File: config.mk
export PLATFORM = sky130hd
export DESIGN_NAME = redmule_evt_irq_unit
export DESIGN_NICKNAME = d
export VERILOG_FILES = /design/src/rtl/redmule_evt_irq_unit.sv
export SDC_FILE = /design/constraint.sdc
export NUM_CORES = 1
export LEC_CHECK = 0
export CORE_ASPECT_RATIO = 0.8
export CORE_UTILIZATION = 28
export DETAILED_ROUTE_END_ITERATION = 6
export PLACE_DENSITY = 0.82
export RECOVER_POWER = 50
export SYNTH_ARGS = -nofsm -noshare
export SYNTH_HDL_FRONTEND = slang
export SYNTH_SLANG_ARGS = --single-unit
File: constraint.sdc
create_clock -name clk_i -period 1.3 [get_ports clk_i]
set_input_delay 0.13 -clock clk_i [delete_from_list [all_inputs] [get_ports clk_i]]
set_output_delay 0.13 -clock clk_i [all_outputs]
set_load 0.02 [all_outputs]
File: src/rtl/redmule_evt_irq_unit.sv
// RedMulE event-to-interrupt stage: sticky, maskable, ackable irq lines.
// Optional per-event saturating counters enabled by `define REDMULE_EVT_CNT_EN.
module redmule_evt_irq_unit #(
  parameter int unsigned NumEvt    = 2,
  parameter int unsigned IrqOffset = 3,
  parameter int unsigned NumIrqs   = 32,
  parameter int unsigned CntWidth  = 8
) (
  input  logic                       clk_i,
  input  logic                       rst_ni,
  input  logic                       clear_i,
  input  logic [NumEvt-1:0]          evt_i,
  output logic [NumIrqs-1:0]         irq_o,
  input  logic                       irq_ack_i,
  input  logic [$clog2(NumIrqs)-1:0] irq_id_i,
  output logic                       wake_o,
  input  logic                       reg_req_i,
  input  logic                       reg_we_i,
  input  logic [3:0]                 reg_addr_i,
  input  logic [31:0]                reg_wdata_i,
  output logic                       reg_gnt_o,
  output logic                       reg_rvalid_o,
  output logic [31:0]                reg_rdata_o
);

  localparam int unsigned IdW = $clog2(NumIrqs);

  logic [NumEvt-1:0] evt_q;
  logic [NumEvt-1:0] rise;
  logic [NumEvt-1:0] mask_q;
  logic [NumEvt-1:0] mask_d;
  logic [NumEvt-1:0] pend_q;
  logic [NumEvt-1:0] pend_d;
  logic [NumEvt-1:0] ovf_q;
  logic [NumEvt-1:0] ovf_d;
  logic [NumEvt-1:0] ack_clr;
  logic [NumEvt-1:0] pend_clr;
  logic [NumEvt-1:0] ovf_clr;
  logic [NumEvt-1:0] wdata_evt;
  logic [NumEvt-1:0] active;

  logic [1:0]  word;
  logic        wr_acc;
  logic        sel_mask;
  logic        sel_pend;
  logic        sel_ovf;
  logic        sel_cnt;
  logic [31:0] rd_val;
  logic [31:0] cnt_rd;

  assign word      = reg_addr_i[3:2];
  assign wr_acc    = reg_req_i & reg_we_i;
  assign sel_mask  = (word == 2'd0);
  assign sel_pend  = (word == 2'd1);
  assign sel_ovf   = (word == 2'd2);
  assign sel_cnt   = (word == 2'd3);
  assign wdata_evt = reg_wdata_i[NumEvt-1:0];

  assign rise = evt_i & ~evt_q;

  always_comb begin
    ack_clr = '0;
    for (int unsigned i = 0; i < NumEvt; i++) begin
      ack_clr[i] = irq_ack_i &&
                   (irq_id_i == IdW'(IrqOffset + i));
    end
  end

  assign pend_clr = ack_clr
                  | ({NumEvt{wr_acc & sel_pend}} & wdata_evt);
  assign ovf_clr  = {NumEvt{wr_acc & sel_ovf}} & wdata_evt;

  // A rise always wins over a clear in the same cycle.
  assign pend_d = rise | (pend_q & ~pend_clr);
  assign ovf_d  = (rise & pend_q & ~pend_clr)
                | (ovf_q & ~ovf_clr);
  assign mask_d = (wr_acc & sel_mask) ? wdata_evt : mask_q;

  always_ff @(posedge clk_i or negedge rst_ni) begin
    if (!rst_ni) begin
      evt_q  <= '0;
      mask_q <= '1;
      pend_q <= '0;
      ovf_q  <= '0;
    end else if (clear_i) begin
      evt_q  <= '0;
      mask_q <= '1;
      pend_q <= '0;
      ovf_q  <= '0;
    end else begin
      evt_q  <= evt_i;
      mask_q <= mask_d;
      pend_q <= pend_d;
      ovf_q  <= ovf_d;
    end
  end

`ifdef REDMULE_EVT_CNT_EN
  logic [NumEvt-1:0][CntWidth-1:0] cnt_q;
  logic                            cnt_wr;

  assign cnt_wr = wr_acc & sel_cnt;

  always_ff @(posedge clk_i or negedge rst_ni) begin
    if (!rst_ni) begin
      cnt_q <= '0;
    end else if (clear_i || cnt_wr) begin
      cnt_q <= '0;
    end else begin
      for (int unsigned i = 0; i < NumEvt; i++) begin
        if (rise[i] && !(&cnt_q[i])) begin
          cnt_q[i] <= cnt_q[i] + 1'b1;
        end
      end
    end
  end

  assign cnt_rd = 32'(cnt_q);
`else
  assign cnt_rd = '0;
`endif

  assign active = pend_q & mask_q;
  assign wake_o = |active;

  always_comb begin
    irq_o = '0;
    irq_o[IrqOffset +: NumEvt] = active;
  end

  always_comb begin
    rd_val = '0;
    unique case (1'b1)
      sel_mask: rd_val[NumEvt-1:0] = mask_q;
      sel_pend: rd_val[NumEvt-1:0] = pend_q;
      sel_ovf:  rd_val[NumEvt-1:0] = ovf_q;
      sel_cnt:  rd_val             = cnt_rd;
      default:  rd_val             = '0;
    endcase
  end

  assign reg_gnt_o = reg_req_i;

  always_ff @(posedge clk_i or negedge rst_ni) begin
    if (!rst_ni) begin
      reg_rvalid_o <= 1'b0;
      reg_rdata_o  <= '0;
    end else if (clear_i) begin
      reg_rvalid_o <= 1'b0;
      reg_rdata_o  <= '0;
    end else begin
      reg_rvalid_o <= reg_req_i;
      if (reg_req_i) begin
        reg_rdata_o <= reg_we_i ? '0 : rd_val;
      end
    end
  end

  logic unused;
  assign unused = ^reg_wdata_i ^ ^reg_addr_i[1:0];

endmodule
==> out/qor.csv <==
metric,value,unit
crit_fanout,3,
hpwlAfterDp,1400,um
insertion_delay,0.24,ns
period_minus_slack,1.27,ns
grt_util_all_layers,8.51,%
wl_per_cell,8.42,um
cts_buffers,3,
maxCapViolations,0,
cts_setup_buffers,0,
grt_pass1_vias,567,
worst_slew_pin_slew,0.498,ns
gp_congestion,0.840,
dp.cells,188,
fmax,0.790,GHz
pre_cts_ws,-0.251,ns
setup_tns,0,ns
grt_start_max_net_pins,12,
dr.pass1.iters,4,
clock_sinks,11,
post-route-period-util,97.3,%
critPathRequiredTime,1.17,ns
dieArea,3940,um^2
ys.flops,11,
startpoint_type,flop,
fillers,353,
final_layout_size_suffix_gt1_share,16.0,%
holdCritPathClass,primary input to asynchronous set/reset pin,
wirelength,1620,um
ys_types,26,
status,completed,
drt_iter0_markers,19,
rr_startpoint,mask_q[0],
grt_pass1_wl,2550,um
finalNetCount,200,
fin_ws,0.0346,ns
netlist_area,1030,um^2
path_class,flop to primary output,
regToRegSetupSlack,0.22,ns
drv_slew,0,
arrival,1.14,ns
synth_area_per_cell,9.00,um^2
hold_ws,0.298,ns
cts_root_buf,clkbuf_8,
viasPerCell,3.60,
yosys_warnings,0,
yosysCellCount,115,
cts_tree,done,
p_per_area,891,nW/um^2
max-slew-margin-rel,66.7,%
layout.cells.non_filler,192,
diodes,0,
cts_max_level,1,
synth_seq_share,26.8,%
final_common_cell,conb_1,
gr-total-overflow,0,
antenna_found_initial,0,
vias,692,
syn_to_final_growth,16.6,%
timing.rr.end,reg_rdata_o[0],
ys_area,1030,um^2
end_kind,primary output,
leakage,0.627,nW
r2r_cells,4,
-- worst max-delay path, cell delays in order (launching register included) --
cell and delay [ns]:
dfrtp_1 0.39, and2_4 0.14, or2_4 0.24, buf_6 0.13
-- cell families (layout without fill, tap and decap cells) --
logic type             after synthesis  after routing  share of synthesized area [%]
AND-OR/OR-AND                       14             14                           10.8
multiplexers                         2              2                           1.93
AND/OR/NAND/NOR                     23             23                           14.6
flip-flops                          11             11                           26.8
other                                1             60                          0.362
buffers and inverters               64             40                           45.5
-- where the power goes --
| group | internal [mW] | switching (mW) | total, mW |
|---|---|---|---|
| Clock | 0.215 | 0.121 | 0.336 |
| Sequential | 0.364 | 0.0104 | 0.375 |
| Combinational | 0.123 | 0.242 | 0.364 |
-- cells in the mapped netlist (all sizes together) --
cell type / instances / share of area, %
a211o: 2 / 1.7
a22o: 2 / 1.7
a41o: 2 / 1.9
and2: 2 / 1.2
and4bb: 1 / 1.2
buf: 62 / 45
conb: 1 / 0.36
dfrtp: 9 / 22
dfstp: 2 / 5.1
inv: 2 / 0.73
mux2i: 2 / 1.9
nand2: 2 / 0.73
nand2b: 4 / 2.4
nand4b: 1 / 0.85
nor2: 1 / 0.36
nor2b: 6 / 3.6
nor3: 1 / 0.48
nor3b: 2 / 1.5
o21ai: 2 / 0.97
o21bai: 1 / 0.73
o22ai: 1 / 0.60
o2bb2ai: 2 / 1.7
o31ai: 2 / 1.5
or2: 1 / 0.60
or3b: 2 / 1.7
-- layer usage --
metal / part of all wire [%] / global-route usage (%)
met5: 0 / 0
met2: 45 / 13.2
met3: 7.8 / 1.26
met4: 3.6 / 6.86
met1: 44 / 10.5
-- metrics by stage --
stage	util (%)	total power, mW
after global routing	34.8	1.13
after CTS	34.5	1.07
after global placement	33.4	0.738
after floorplan	-	0.748
final	34.8	1.07
after detailed placement	33.4	0.742
-- sequential cells by signal, summed over array words and instances, names as in the netlist --
signal and cells:
reg_rvalid_o 1, mask_q 2, reg_rdata_o 2, ovf_q 2, pend_q 2, evt_q 2
-- final cells by class --
class | count | area [um^2] | area share, %
Inverter | 2 | 7.51 | 0.622
Timing Repair Buffer | 34 | 303 | 25.1
Multi-Input combinational cell | 99 | 520 | 43.2
Tap cell | 42 | 52.6 | 4.36
Sequential cell | 11 | 278 | 23.0
Clock buffer | 4 | 45.0 | 3.73
-- worst max path at each step --
stage                          from        end  slack [ns]  depth (start not counted)
after floorplan           mask_q[0]     wake_o        0.21                          2
after global placement    irq_ack_i  pend_q[0]       -0.25                          4
after detailed placement  irq_ack_i  pend_q[0]       -0.25                          4
after CTS                 pend_q[0]     wake_o       -0.04                          3
after global routing      pend_q[0]     wake_o      -0.008                          3
final                     pend_q[0]     wake_o        0.03                          3
-- timing repair --
| action | 4_1_cts | 5_1_grt |
|---|---|---|
| gates resized | 12 | 9 |
| hold buffers | 0 | 0 |
| hold endpoints to repair | 0 | 0 |
| setup endpoints to repair | 6 | 6 |
| pin swaps | 0 | 1 |
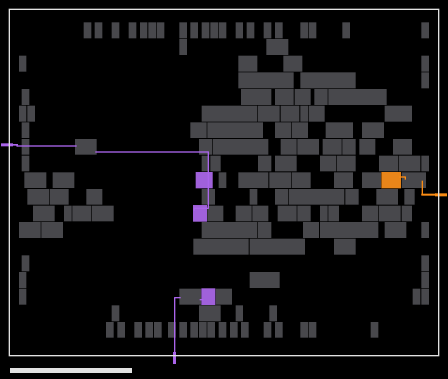
**Above:** port wiring.
The bar under the picture is 20 um long.
| colour | port | direction | edge | end cells | buffers | wire |
|---|---|---|---|---|---|---|
| orange | `wake_o` | output | right | 1 | 1 | 5.50 um |
| purple | `evt_i` | input | 1 bottom, 1 left | 3 | 2 | 51.1 um |
I/O Buffers: 23
I/O Pins: 116

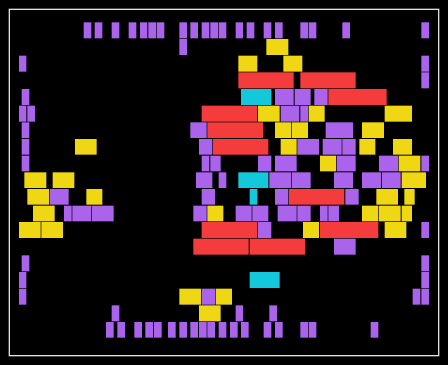
**Above:** cell classes on the final placement.
| colour | class | cells | share of their area |
|---|---|---|---|
| cyan | clock drivers and dummy loads | 4 | 3.9% |
| purple | remaining logic cells | 101 | 46% |
| yellow | remaining buffers and delay cells | 34 | 26% |
| red | sequential cells | 11 | 24% |
row count: 19
core area: 3470 um^2
fin area: 1210 um^2
Seq area share: 23.0%
post-layout util: 34.8%

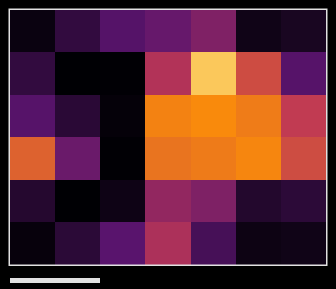
**Above:** cell density map.
The bar under the picture is 20 um long. 7 x 6 tiles, from black (low) to pale yellow (high), 0 to 100% covered.
densest ninth of the die: right middle
tiles over 75% full: 2.4%
fullest tile: 88%
nearly empty tiles: 14%
FP Core Util: 29.8%

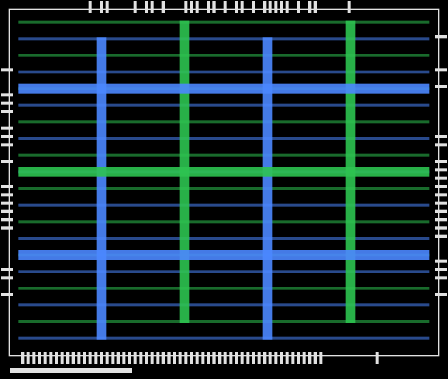
**Above:** floorplan with the power grid.
The bar under the picture is 20 um long. Pins as bars on the die edge.
| colour | net |
|---|---|
| green | VDD |
| blue | VSS |
met5 straps: 3
rows: 19
signal pins: 116
Die Y-Extent: 56.4 um
Worst VDD drop: 310 uV
Die Span X: 70.0 um

Power figures rest on the tool's default switching activity, not on a simulated workload.
